==> run_1/floorplan.png <==
The bar under the picture is 20 um long. Pins as bars on the die edge.
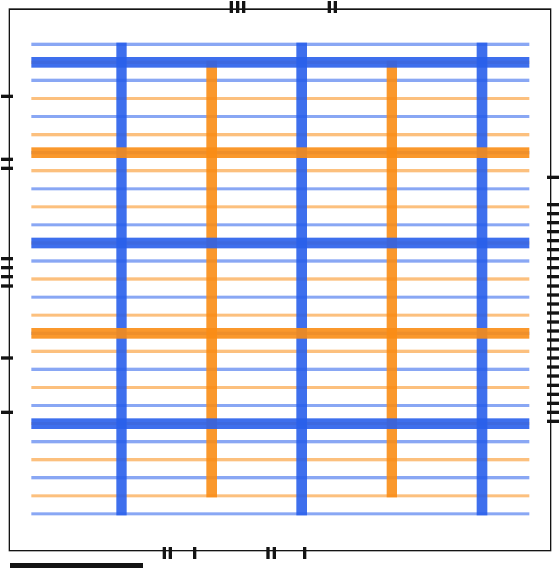
==> run_1/class_map.png <==
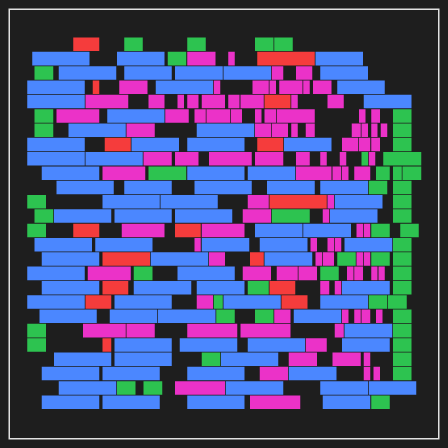
==> run_1/clock_wires.png <==
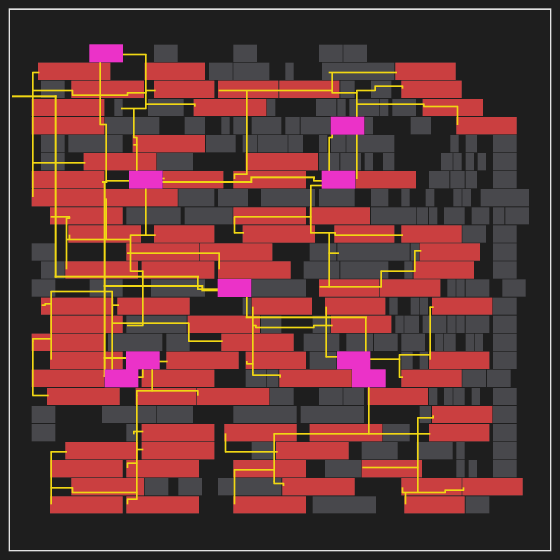
[src/rtl/alu_pkg.sv]
`default_nettype none
// ============================================================================
// Module   : alu_pkg
// Purpose  : Shared definitions for the ALU command sequencer: datapath
//            widths, opcode encodings, FSM state type and the packed
//            command record stored in the command FIFO.
// Ports    : none (package)
// Revision : 1.0  initial release
// ============================================================================
package alu_pkg;

    localparam int DATA_W = 4;
    localparam int SEL_W  = 4;
    localparam int CMD_W  = SEL_W + 2 * DATA_W;

    localparam logic [SEL_W-1:0] OP_ADD  = 4'd0;
    localparam logic [SEL_W-1:0] OP_SUB  = 4'd1;
    localparam logic [SEL_W-1:0] OP_MUL  = 4'd2;
    localparam logic [SEL_W-1:0] OP_DIV  = 4'd3;
    localparam logic [SEL_W-1:0] OP_LSL  = 4'd4;
    localparam logic [SEL_W-1:0] OP_LSR  = 4'd5;
    localparam logic [SEL_W-1:0] OP_ROL  = 4'd6;
    localparam logic [SEL_W-1:0] OP_ROR  = 4'd7;
    localparam logic [SEL_W-1:0] OP_AND  = 4'd8;
    localparam logic [SEL_W-1:0] OP_OR   = 4'd9;
    localparam logic [SEL_W-1:0] OP_XOR  = 4'd10;
    localparam logic [SEL_W-1:0] OP_NOR  = 4'd11;
    localparam logic [SEL_W-1:0] OP_NAND = 4'd12;
    localparam logic [SEL_W-1:0] OP_XNOR = 4'd13;
    localparam logic [SEL_W-1:0] OP_GT   = 4'd14;
    localparam logic [SEL_W-1:0] OP_EQ   = 4'd15;

    typedef enum logic [1:0] {
        ST_IDLE  = 2'd0,
        ST_DRIVE = 2'd1,
        ST_HOLD  = 2'd2
    } state_t;

    // Layout of one FIFO entry: opcode in the top nibble, then A, then B.
    typedef struct packed {
        logic [SEL_W-1:0]  sel;
        logic [DATA_W-1:0] a;
        logic [DATA_W-1:0] b;
    } cmd_t;

endpackage
`default_nettype wire

[src/rtl/alu_cmd_fifo.sv]
`default_nettype none
// ============================================================================
// Module   : alu_cmd_fifo
// Purpose  : Synchronous single-clock FIFO holding pending ALU commands.
//            Pushes while full and pops while empty are ignored.
// Ports    : clk, rst_n            clock, asynchronous active-low reset
//            push, push_data       write request / entry
//            pop, pop_data         read request / head entry (show-ahead)
//            full, empty, count    occupancy status
// Revision : 1.0  initial release
// ============================================================================
module alu_cmd_fifo #(
    parameter int DEPTH = 4,
    parameter int WIDTH = 12
) (
    input  logic                     clk,
    input  logic                     rst_n,
    input  logic                     push,
    input  logic [WIDTH-1:0]         push_data,
    input  logic                     pop,
    output logic [WIDTH-1:0]         pop_data,
    output logic                     full,
    output logic                     empty,
    output logic [$clog2(DEPTH):0]   count
);

    localparam int            AW     = $clog2(DEPTH);
    localparam logic [AW:0]   C_FULL = (AW + 1)'(DEPTH);

    logic [WIDTH-1:0] r_mem [DEPTH];
    logic [AW-1:0]    r_wr_ptr;
    logic [AW-1:0]    r_rd_ptr;
    logic [AW:0]      r_count;
    logic             w_push;
    logic             w_pop;

    assign w_push   = push && !full;
    assign w_pop    = pop && !empty;
    assign full     = (r_count == C_FULL);
    assign empty    = (r_count == '0);
    assign count    = r_count;
    assign pop_data = r_mem[r_rd_ptr];

    // Storage needs no reset: an entry is only read after it was written.
    always_ff @(posedge clk) begin
        if (w_push) begin
            r_mem[r_wr_ptr] <= push_data;
        end
    end

    // DEPTH is a power of two, so pointers wrap by natural overflow.
    always_ff @(posedge clk or negedge rst_n) begin
        if (!rst_n) begin
            r_wr_ptr <= '0;
            r_rd_ptr <= '0;
            r_count  <= '0;
        end else begin
            if (w_push) begin
                r_wr_ptr <= r_wr_ptr + 1'b1;
            end
            if (w_pop) begin
                r_rd_ptr <= r_rd_ptr + 1'b1;
            end
            case ({w_push, w_pop})
                2'b10:   r_count <= r_count + 1'b1;
                2'b01:   r_count <= r_count - 1'b1;
                default: r_count <= r_count;
            endcase
        end
    end

endmodule
`default_nettype wire

[src/rtl/alu_cmd_seq.sv]
`default_nettype none
// ============================================================================
// Module   : alu_cmd_seq
// Purpose  : Queues ALU commands, drives them one at a time onto an external
//            combinational 4-bit ALU, captures each result and presents it
//            on a valid/ready result interface in acceptance order.
// Ports    : clk, rst_n                      clock, async active-low reset
//            cmd_valid/cmd_ready             command handshake
//            cmd_a, cmd_b, cmd_sel           command operands / opcode
//            alu_a, alu_b, alu_sel           registered drive to the ALU
//            alu_out, alu_carry              ALU result inputs
//            res_valid/res_ready             result handshake
//            res_data, res_carry, res_err    captured result and flags
//            res_sel                         opcode of the captured result
//            busy                            work in flight or queued
// Revision : 1.0  initial release
// ============================================================================
module alu_cmd_seq
    import alu_pkg::*;
#(
    parameter int FIFO_DEPTH = 4
) (
    input  logic              clk,
    input  logic              rst_n,
    input  logic              cmd_valid,
    output logic              cmd_ready,
    input  logic [DATA_W-1:0] cmd_a,
    input  logic [DATA_W-1:0] cmd_b,
    input  logic [SEL_W-1:0]  cmd_sel,
    output logic [DATA_W-1:0] alu_a,
    output logic [DATA_W-1:0] alu_b,
    output logic [SEL_W-1:0]  alu_sel,
    input  logic [DATA_W-1:0] alu_out,
    input  logic              alu_carry,
    output logic              res_valid,
    input  logic              res_ready,
    output logic [DATA_W-1:0] res_data,
    output logic              res_carry,
    output logic              res_err,
    output logic [SEL_W-1:0]  res_sel,
    output logic              busy
);

    state_t                     r_state;
    state_t                     w_next;
    logic                       r_live;
    logic                       w_push;
    logic                       w_pop;
    logic                       w_capture;
    logic                       w_release;
    logic                       w_full;
    logic                       w_empty;
    logic [$clog2(FIFO_DEPTH):0] w_count;
    logic [CMD_W-1:0]           w_head_bits;
    cmd_t                       w_head;
    logic                       w_div0;

    // r_live keeps cmd_ready low for as long as reset is asserted and
    // releases it on the first clock after reset is removed.
    always_ff @(posedge clk or negedge rst_n) begin
        if (!rst_n) begin
            r_live <= 1'b0;
        end else begin
            r_live <= 1'b1;
        end
    end

    // No bypass: readiness depends only on the registered FIFO occupancy.
    assign cmd_ready = r_live && !w_full;
    assign w_push    = cmd_valid && cmd_ready;
    assign w_head    = cmd_t'(w_head_bits);
    assign busy      = (r_state != ST_IDLE) || (w_count != '0);

    alu_cmd_fifo #(
        .DEPTH (FIFO_DEPTH),
        .WIDTH (CMD_W)
    ) u_fifo (
        .clk       (clk),
        .rst_n     (rst_n),
        .push      (w_push),
        .push_data ({cmd_sel, cmd_a, cmd_b}),
        .pop       (w_pop),
        .pop_data  (w_head_bits),
        .full      (w_full),
        .empty     (w_empty),
        .count     (w_count)
    );

    always_ff @(posedge clk or negedge rst_n) begin
        if (!rst_n) begin
            r_state <= ST_IDLE;
        end else begin
            r_state <= w_next;
        end
    end

    // res_valid is high throughout HOLD, so a handshake there is res_ready.
    always_comb begin
        w_next    = r_state;
        w_pop     = 1'b0;
        w_capture = 1'b0;
        w_release = 1'b0;
        case (r_state)
            ST_IDLE: begin
                if (!w_empty) begin
                    w_pop  = 1'b1;
                    w_next = ST_DRIVE;
                end
            end
            ST_DRIVE: begin
                w_capture = 1'b1;
                w_next    = ST_HOLD;
            end
            ST_HOLD: begin
                if (res_ready) begin
                    w_release = 1'b1;
                    if (!w_empty) begin
                        w_pop  = 1'b1;
                        w_next = ST_DRIVE;
                    end else begin
                        w_next = ST_IDLE;
                    end
                end
            end
            default: begin
                w_next = ST_IDLE;
            end
        endcase
    end

    // Operand registers change only when a command is popped.
    always_ff @(posedge clk or negedge rst_n) begin
        if (!rst_n) begin
            alu_a   <= '0;
            alu_b   <= '0;
            alu_sel <= '0;
        end else if (w_pop) begin
            alu_a   <= w_head.a;
            alu_b   <= w_head.b;
            alu_sel <= w_head.sel;
        end
    end

    assign w_div0 = (alu_sel == OP_DIV) && (alu_b == '0);

    always_ff @(posedge clk or negedge rst_n) begin
        if (!rst_n) begin
            res_valid <= 1'b0;
            res_data  <= '0;
            res_carry <= 1'b0;
            res_err   <= 1'b0;
            res_sel   <= '0;
        end else begin
            if (w_capture) begin
                res_valid <= 1'b1;
                res_sel   <= alu_sel;
                res_err   <= w_div0;
                res_data  <= w_div0 ? '0 : alu_out;
                // Carry is only meaningful for addition.
                res_carry <= (alu_sel == OP_ADD) ? alu_carry : 1'b0;
            end else if (w_release) begin
                res_valid <= 1'b0;
            end
        end
    end

endmodule
`default_nettype wire

[config.mk]
export PLATFORM = sky130hd
export DESIGN_NAME = alu_cmd_seq
export DESIGN_NICKNAME = d
export VERILOG_FILES = /design/src/rtl/alu_pkg.sv /design/src/rtl/alu_cmd_fifo.sv /design/src/rtl/alu_cmd_seq.sv
export SDC_FILE = /design/constraint.sdc
export NUM_CORES = 1
export LEC_CHECK = 0
export CAP_MARGIN = 20
export CORE_MARGIN = 3
export CORE_UTILIZATION = 58
export CTS_CLUSTER_SIZE = 40
export DETAILED_ROUTE_END_ITERATION = 12
export GPL_TIMING_DRIVEN = 0
export PLACE_DENSITY = 0.84
export SLEW_MARGIN = 20
export SYNTH_ARGS = -nofsm -noshare
export SYNTH_HDL_FRONTEND = slang
export SYNTH_HIERARCHICAL = 1
export SYNTH_SLANG_ARGS = --single-unit
[constraint.sdc]
create_clock -name clk -period 4 [get_ports clk]
set_clock_uncertainty 0.2 [all_clocks]
set_input_delay 0.8 -clock clk [delete_from_list [all_inputs] [get_ports clk]]
set_output_delay 0.8 -clock clk [all_outputs]
set_load 0.02 [all_outputs]
==> impl_metrics.yaml, run 1 <==
# synthesis and place-and-route metrics
run_status:
  status: "completed"
synth:
  yosys.area_share.aoi: 0.0133
  common_cells: "48 x edfxtp_1, 33 x dfrtp_1, 25 x nand2_1"
  syn-cell-area_um2: 3290
  floorplan.nets: 216
  ys_types: 37
  top_cell_area_share: 0.438
  synth.cellmix.adderShare: 0.0251
  synthCells: 189
  ys_warn_count: 6
  ys_ff: 81
  ys_sh_mux: 0.150
  xor_share: 0.0160
  synth_async_sr_flop_share: 0.407
clocking:
  cts_hold_buffers: 0
  root_buffer: "clkbuf_8"
  clkSinkCount: 81
  cts_tree: "done"
  cts_made_buffers: 9
  h-tree-depth: 3
  cts_setup_buffers: 0
  clk_pin_slew_ns: 0.08
  clk_latency_ns: 0.34
placement:
  routabilityCongestion: 0.670
job:
  warnings: 29
  max-cap-violations: 0
worst_setup_path:
  critPathKind: "in2reg"
  cpPeakStageDelay_ns: 0.48
  timing.rr.end: "u_fifo/count[2]$_DFFE_PN0P_"
  cp.arrival_ns: 3.27
  crit_slowest_cell: "clkdlybuf4s50_1"
  cp-start-kind: "input port"
  end_kind: "register"
  rrSetupSlack_ns: 1.24
timing:
  setup-tns-final_ns: 0
  fin_ws_ns: 0.796
  rsz0062_at_grt: "no"
  tightest_slew_ns: 0.678
  slew_headroom: 0.548
  period_needed_ns: 3.20
  final.period_utilization: 0.801
worst_hold_path:
  min_path_type: "in2async"
finish:
  top_register: "u_fifo/r_mem"
  finalNonFillerCells: 321
  largest_reg_flops: 48
  synthToLayoutAreaGrowth_pct: 24.1
power:
  peakVddDrop_mv: 0.414
  p_per_area_nw_per_um2: 796
  p_leak_uw: 0.00160
route:
  wl_per_cell_um: 17.6
  drc_errors: 0
  first_iter_violations: 42
  dr_total_vias: 1738
  drt_wl_total_um: 5670
  drt_pass1_iterations: 4
global_route:
  grt_pass1_wl_um: 9360
  grt_max_degree: 25
  antenna_found_initial: 0
die:
  core_area_um2: 5300
  placementRows: 26
  die-area_um2: 6610
  die_h_um: 81.3
  fp.dieW_um: 81.3
  initCoreUtil: 0.621
Notes on floorplan.png above:
[blue] VSS
[orange] VDD
signal pins: 46
rows: 26

Notes on class_map.png above:
[green] remaining buffers and delay cells | cells: 52
[red] clock drivers and dummy loads | cells: 16
[blue] registers | cells: 81
[magenta] remaining logic cells | cells: 102

Notes on clock_wires.png above:
[yellow] clock wires | length: 839 um
[magenta] clock-net drivers | count: 9
[red] flip-flops | count: 81
flops lie: spread over the die
routed clock nets: 10

run 1: worst max path at each step:
stage | start | endpoint | slack, ns | depth (start not counted)
2_1_floorplan | res_ready | u_fifo/count[2]$_DFFE_PN0P_ | 1.20 | 10
5_1_grt | res_ready | u_fifo/count[2]$_DFFE_PN0P_ | 0.62 | 11
4_1_cts | res_ready | u_fifo/count[2]$_DFFE_PN0P_ | 0.77 | 11
3_5_place_dp | res_ready | u_fifo/count[2]$_DFFE_PN0P_ | 0.45 | 11
3_3_place_gp | res_ready | u_fifo/count[2]$_DFFE_PN0P_ | 0.49 | 11
6_report | res_ready | u_fifo/count[2]$_DFFE_PN0P_ | 0.80 | 11
run 1: placed cells by master (no fill, tap or decap), types with 4 or more instances in the layout:
cell type	count
clkbuf_8	10
dfrtp_1	33
edfxtp_1	48
o21ai_0	4
ha_1	5
clkdlybuf4s50_1	44
mux2_4	11
mux4_2	8
inv_1	7
and2_1	5
mux4_1	4
nor2_1	4
nand2_1	25
run 1: cell type report:
class | instances | area (um^2)
Buffer | 6 | 67.6
Timing Repair Buffer | 46 | 465
Multi-Input combinational cell | 95 | 930
Clock inverter | 4 | 72.6
Inverter | 7 | 26.3
Fill cell | 316 | 1220
Clock buffer | 12 | 166
Tap cell | 70 | 87.6
Sequential cell | 81 | 2270
run 1: power by group:
part | leakage, uW | switching, uW | internal (uW)
clock network | 0.000118 | 275 | 406
logic | 0.000650 | 593 | 702
registers | 0.000830 | 162 | 1110
run 1: metal layers:
layer	GRT usage	routed length [um]	vias to the layer above
met4	0.0709	56	0
met1	0.250	2410	874
met3	0.0554	387	6
met2	0.333	2810	56
li1	-	-	802
met5	0	0	-
==> run 2: changes to the inputs <==
--- a/config.mk
+++ b/config.mk
@@ -7,11 +7,11 @@
 export LEC_CHECK = 0
 export CAP_MARGIN = 20
 export CORE_MARGIN = 3
-export CORE_UTILIZATION = 58
+export CORE_UTILIZATION = 54
 export CTS_CLUSTER_SIZE = 40
 export DETAILED_ROUTE_END_ITERATION = 12
 export GPL_TIMING_DRIVEN = 0
-export PLACE_DENSITY = 0.84
+export PLACE_DENSITY = 0.79
 export SLEW_MARGIN = 20
 export SYNTH_ARGS = -nofsm -noshare
 export SYNTH_HDL_FRONTEND = slang
==> constraint.sdc (replaced) <==
create_clock -name clk -period 3.1 [get_ports clk]
set_clock_uncertainty 0.2 [all_clocks]
set_input_delay 0.62 -clock clk [delete_from_list [all_inputs] [get_ports clk]]
set_output_delay 0.62 -clock clk [all_outputs]
set_load 0.02 [all_outputs]
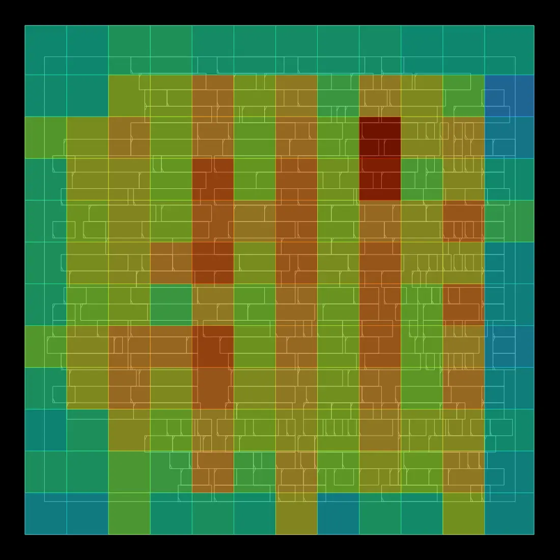
(run_2/congestion_map.png)
met3 usage: 0.0503
GRT Resource Usage Total: 0.161
GRT met2 Usage: 0.256

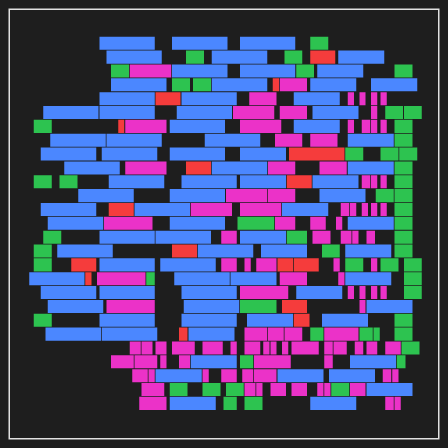
(run_2/class_map.png)
[magenta] remaining logic cells | cells: 102
[green] remaining buffers and delay cells | cells: 54
[red] clock drivers and dummy loads | cells: 16
[blue] registers | cells: 81

==> run 2 against run 1 <==
  * Combinational power increased by about 30%
  * Global-route usage decreased by 3.9 points
  * Area after synthesis unchanged
  * Register-to-register slack got worse by 0.78 ns
  * Non-clock buffer count increased by 2
  * Die area increased by 6.9%
  * Critical path depth unchanged
  * Wire length decreased by 8.6%
  * Cell area decreased by 1.1%
  * Worst setup slack got worse by 0.61 ns
  * Final cell count increased by 1.2%
  * Largest power group unchanged
==> impl_metrics.yaml, run 2 <==
# synthesis and place-and-route metrics
die:
  die-area_um2: 7070
  placementRows: 27
  die_h_um: 84.1
synth:
  xor_share: 0.0160
  floorplan.nets: 216
  synth.cellmix.adderShare: 0.0251
  syn-cell-area_um2: 3290
  top_cell_area_share: 0.438
  ys_top_cells_by_area: "edfxtp_1 44%, dfrtp_1 25%, mux4_2 5.5%"
  top_area_cell: "edfxtp_1"
  synth_seq_share: 0.689
  ys_sh_mux: 0.150
  synthCells: 189
  yosys.area_share.aoi: 0.0133
  ys_warn_count: 6
  ys_types: 37
  ys_cells: 189
  synth_async_sr_flop_share: 0.407
  common_cells: "48 x edfxtp_1, 33 x dfrtp_1, 25 x nand2_1"
clocking:
  clk_pin_slew_ns: 0.08
  root_buffer: "clkbuf_8"
  h-tree-depth: 3
  clkSinkCount: 81
  cts_tree: "done"
  cts_made_buffers: 9
  clk_latency_ns: 0.34
power:
  p_clk_frac: 0.177
  power.internal_uw: 2740
  switching_share: 0.323
  p_comb_frac: 0.417
  p_leak_uw: 0.00158
  p_switching_uw: 1310
  p_per_area_nw_per_um2: 1000
  pwr-share-seq: 0.405
route:
  drc_errors: 0
  first_iter_violations: 51
  wl_per_cell_um: 15.9
  drt_pass1_iterations: 4
  dr_total_vias: 1713
  drt_wl_total_um: 5180
  ant_nets: 0
worst_setup_path:
  end_kind: "register"
  crit_slowest_cell: "clkdlybuf4s50_1"
  cp_max_fo: 10
  cpPeakStageDelay_ns: 0.48
  critPathKind: "in2reg"
global_route:
  grt.busiest_layer: "met2"
  grtUsageMet1: 0.207
  grt_pass1_wl_um: 8670
  grt_max_degree: 34
timing:
  fin_ws_ns: 0.183
  rsz0062_at_grt: "no"
  slew_headroom: 0.527
  final.period_utilization: 0.941
  tightest_slew_ns: 0.710
  setup-tns-final_ns: 0
  period_needed_ns: 2.92
finish:
  largest_reg_flops: 48
  nFillCells: 392
  synthToLayoutAreaGrowth_pct: 22.7
  final_common_cell: "edfxtp_1"
  top_register: "u_fifo/r_mem"
  layout_top_cells: "48 x edfxtp_1, 44 x clkdlybuf4s50_1, 33 x dfrtp_1, 25 x nand2_1, 11 x mux2_4"
  finalNonFillerCells: 325
run_status:
  status: "completed"
worst_hold_path:
  min_path_type: "in2async"
job:
  max-cap-violations: 0
placement:
  dp.final_hpwl_um: 3660
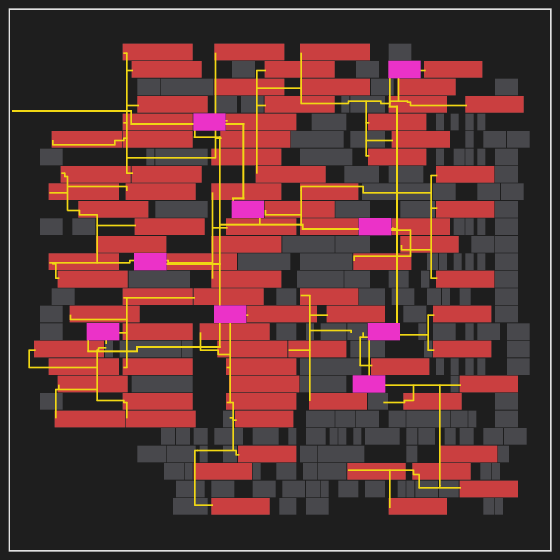
(run_2/clock_wires.png)
[yellow] clock wires | length: 778 um
[red] flip-flops | count: 81
[magenta] clock-net drivers | count: 9
flops lie: spread over the die

[run 2: worst paths after layout]
path                                        startpoint                          end  slack (ns)  cells past startpoint
min in group clk                 res_carry$_DFFE_PN0P_        res_carry$_DFFE_PN0P_        0.27                      2
max in group asynchronous                        rst_n         alu_b[1]$_DFFE_PN0P_        2.12                      1
hold reg to reg                  res_carry$_DFFE_PN0P_        res_carry$_DFFE_PN0P_        0.27                      2
hold / removal                                   rst_n      res_data[1]$_DFFE_PN0P_        0.13                      1
setup reg to reg           u_fifo/count[0]$_DFFE_PN0P_  u_fifo/count[2]$_DFFE_PN0P_        0.46                     10
setup / recovery                             res_ready  u_fifo/count[2]$_DFFE_PN0P_        0.18                     11
[run 2: layer usage]
metal,vias up,part of all wire
li1,808,-
met1,845,0.44
met2,50,0.49
met3,10,0.057
met4,0,0.015
met5,-,0
[run 2: cell families after synthesis]
| logic type | after synthesis |
|---|---|
| xor gates and xnor gates | 6 |
| buffers and inverters | 13 |
| and+or+nand+nor | 47 |
| muxes | 27 |
| other | 1 |
| AOI/OAI and AO/OA | 8 |
| adders and majority gates | 6 |
| DFF | 81 |
[run 2: repair_timing]
item	in CTS	in global routing
setup endpoints to repair	0	1
buffers inserted	0	3
hold endpoints to repair	0	0
hold buffers	0	0
[run 2: cell type report]
class                   instances  area (um^2)  share of cell area
clock inverters                 5         56.3              0.0139
well taps                      72         90.1              0.0223
flip-flops and latches         81         2270               0.562
clock buffers                  11          131              0.0325
multi-input cells              95          930               0.230
repair buffers                 48          468               0.116
inverters                       7         26.3             0.00651
plain buffers                   6         67.6              0.0167
[run 2: power groups by stage]
stage	Combinational [uW]	Clock (uW)	Sequential, uW
after floorplan	981	0	1790
after global placement	1630	0	1650
after detailed placement	1670	0	1670
after CTS	1670	732	1640
after global routing	1820	781	1680
final	1690	718	1640
==> run 3: changes to the inputs <==
--- a/config.mk
+++ b/config.mk
@@ -7,12 +7,12 @@
 export LEC_CHECK = 0
 export CAP_MARGIN = 20
 export CORE_MARGIN = 3
-export CORE_UTILIZATION = 54
+export CORE_UTILIZATION = 56
+export CTS_BUF_LIST = sky130_fd_sc_hd__clkbuf_8
 export CTS_CLUSTER_SIZE = 40
 export DETAILED_ROUTE_END_ITERATION = 12
 export GPL_TIMING_DRIVEN = 0
-export PLACE_DENSITY = 0.79
-export SLEW_MARGIN = 20
+export PLACE_DENSITY = 0.81
 export SYNTH_ARGS = -nofsm -noshare
 export SYNTH_HDL_FRONTEND = slang
 export SYNTH_HIERARCHICAL = 1
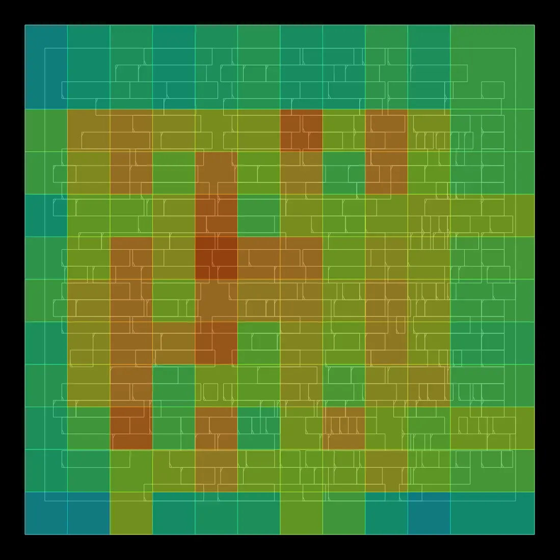
(run_3/congestion_map.png)
met1 usage: 0.225
met3 usage: 0.0369
post-layout util: 0.716
GR peak layer: met2

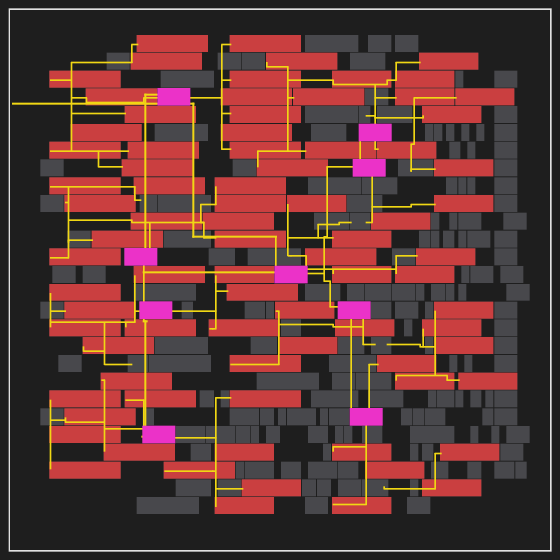
(run_3/clock_wires.png)
[yellow] clock wires | length: 815 um
[red] flip-flops | count: 81
[magenta] clock-net drivers | count: 9
routed clock nets: 10

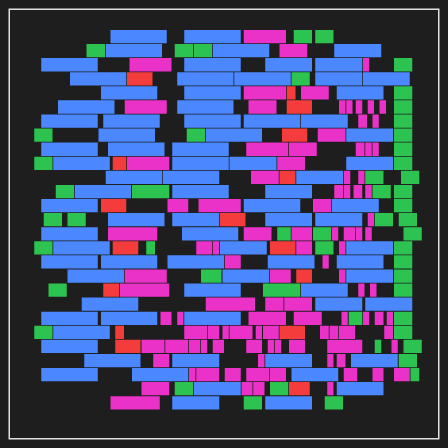
(run_3/class_map.png)
[red] clock drivers and dummy loads | cells: 16
[green] remaining buffers and delay cells | cells: 52
[blue] registers | cells: 81
[magenta] remaining logic cells | cells: 102

==> run 3 against run 2 <==
  * Sequential cell count did not move
  * Count of clock-buffer cells in the layout fell by 2
  * Non-clock buffer count fell by 2
  * Core utilization rose by 0.85 points
  * Combinational power barely moved
  * First-iteration DRC count fell by 16%
  * Fmax rose by 0.36%
  * Global-route usage rose by 1.6 points
  * Cell area fell by 0.59%
  * Sequential share of layout area rose by 0.33 points
  * Critical endpoint unchanged
  * Largest power group unchanged
==> impl_metrics.yaml, run 3 <==
# synthesis and place-and-route metrics
run_status:
  status: "completed"
global_route:
  grt_pass1_wl_um: 8610
  grt_max_degree: 34
  antenna_found_initial: 0
  grt_pass1_vias: 1763
  grt_usage: 0.177
worst_setup_path:
  rrSetupSlack_ns: 0.48
  cpMostUsedCell: "xor2_1"
  cp.arrival_ns: 2.97
  critPathKind: "in2reg"
  cp_max_fo: 10
  cpPeakStageDelay_ns: 0.47
  timing.rr.end: "u_fifo/count[2]$_DFFE_PN0P_"
  cp-start-kind: "input port"
  crit_slowest_cell: "clkdlybuf4s50_1"
  end_kind: "register"
  rr_startpoint: "u_fifo/count[0]$_DFFE_PN0P_"
  critPathLaunch: "res_ready"
  crit_end: "u_fifo/count[2]$_DFFE_PN0P_"
  reg2reg_depth: 10
  worstPathCellList: "clkdlybuf4s50_1 -> nand2b_2 -> nor3b_4 -> buf_12 -> o31a_1 -> ha_1 -> inv_1 -> fa_1 -> xor2_1 -> nor2_1 -> xor2_1"
timing:
  setup-violations-final: 0
  final.period_utilization: 0.937
  finalHoldViolCount: 0
  tightest_slew_ns: 0.723
  setup-tns-final_ns: 0
  slew_headroom: 0.518
  rsz0062_at_grt: "no"
  period_needed_ns: 2.91
  fmax_ghz: 0.344
clocking:
  clkSinkCount: 81
  h-tree-depth: 3
  cts_made_buffers: 9
  clock_path_buffers: 2
  cts_tree: "done"
  clk_latency_ns: 0.34
  clk_pin_slew_ns: 0.08
  root_buffer: "clkbuf_8"
finish:
  synthToLayoutAreaGrowth_pct: 21.9
  insertedDiodeCount: 0
  final_common_cell: "edfxtp_1"
  finalNonFillerCells: 323
  layout_top_cells: "48 x edfxtp_1, 44 x clkdlybuf4s50_1, 33 x dfrtp_1, 25 x nand2_1, 11 x mux2_4"
  top_register: "u_fifo/r_mem"
  largest_reg_flops: 48
  nets: 273
route:
  maxUsedRoutingLayer: "met4"
  dr_total_vias: 1736
  met2_length_um: 2710
  ant_nets: 0
  routed_via_density: 5.37
  drc_errors: 0
  wl_per_cell_um: 16.6
  routedLengthMet1_um: 2350
  drt_pass1_iterations: 4
  wl_met3_um: 250
  drt_wl_total_um: 5370
  first_iter_violations: 43
synth:
  ys_sh_simple: 0.0768
  yosys.area_share.aoi: 0.0133
  ys_cells: 189
  ys_sh_mux: 0.150
  synth_async_sr_flop_share: 0.407
  ys_warn_count: 6
  top_area_cell: "edfxtp_1"
  ys_chip_area_um2: 3290
  synth.cellmix.adderShare: 0.0251
  xor_share: 0.0160
  ys_types: 37
  avgSynthCellArea_um2: 17.4
  top_cell_area_share: 0.438
  common_cells: "48 x edfxtp_1, 33 x dfrtp_1, 25 x nand2_1"
  synthCells: 189
  ys_ff: 81
  synth-edff-count: 48
  synth_seq_share: 0.689
  syn-cell-area_um2: 3290
  synth_top_flop_cell: "edfxtp_1"
  ys_top_cells_by_area: "edfxtp_1 44%, dfrtp_1 25%, mux4_2 5.5%"
  floorplan.nets: 216
die:
  die_h_um: 82.7
  placementRows: 27
  fp.dieW_um: 82.7
  die-area_um2: 6830
placement:
  routabilityCongestion: 0.669
  dp.final_hpwl_um: 3650
  portBuffers: 45
power:
  peakVddDrop_mv: 0.482
  p_leak_uw: 0.00157
  p_per_area_nw_per_um2: 996
worst_hold_path:
  min_path_type: "in2async"
job:
  max-cap-violations: 0
## run 3: cell types whose count changed in the layout (fill, tap and decap cells not counted)
cell        delta
clkinv_2       +1
inv_8          +1
clkinvlp_4     +1
clkbuf_1       -2
clkinv_1       -1
inv_6          +1
bufinv_16      -1
buf_4          -2
## run 3: timing repair
item                                    CTS  global route
endpoints found under the setup margin    0             1
hold buffers                              0             0
buffers inserted                          0             1
## run 3: routing by layer
layer | GRT usage | vias to the layer above
met5 | 0 | -
met4 | 0.0882 | 0
met3 | 0.0369 | 6
met2 | 0.288 | 45
met1 | 0.225 | 876
li1 | - | 809
## run 3: report_power, final
part           internal, uW  switching [uW]  total, uW
logic                   911             755       1670
registers              1440             213       1650
clock network           299             382        681
total                  2640            1350       4000
## run 3: through the flow
step,cell area [um^2],hold slack (ns),power [uW],utilization,setup WS (ns)
after floorplan,3290,0.124,2770,-,0.482
after global placement,3830,0.250,3270,0.683,-0.210
after detailed placement,3830,0.256,3340,0.682,-0.239
after CTS,4010,0.138,4030,0.714,0.114
after global routing,4010,0.174,4250,0.716,0.0232
final,4010,0.136,4000,0.716,0.194
## run 3: layout make-up
class / instances / area [um^2]
clock buffer: 9 / 124
fill: 368 / 1600
buffer: 6 / 67.6
timing repair buffer: 46 / 453
sequential: 81 / 2270
tap: 72 / 90.1
multi-input combinational: 95 / 930
clock inverter: 7 / 55.1
inverter: 7 / 26.3
## run 3: critical path: cells and delay by family
| kind | cells | cell delay (ns) |
|---|---|---|
| buffers and inverters | 3 | 0.72 |
| AND-OR/OR-AND | 1 | 0.22 |
| adder cells (fa/ha/maj) | 2 | 0.57 |
| XOR/XNOR | 2 | 0.30 |
| AND/OR/NAND/NOR | 3 | 0.53 |

==> layout pictures side by side <==
Signal wires by layer.
The bar under the picture is 20 um long.
panel A
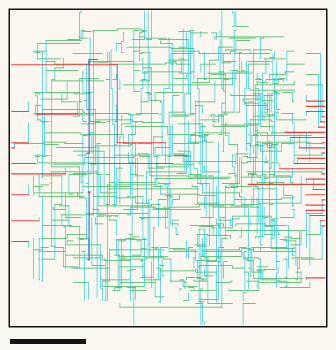
panel B
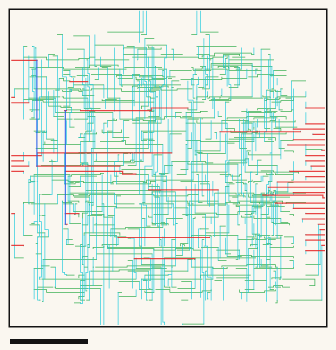
For run 3, see panel A.
For run 1, see panel B.

Key to panel A:
[red] M3 | wire length: 251 um
[cyan] M2 | wire length: 2710 um
[green] M1 | wire length: 2350 um
[blue] M4 | wire length: 62.6 um

No activity file was given, so power comes from the tool's default toggle rates.
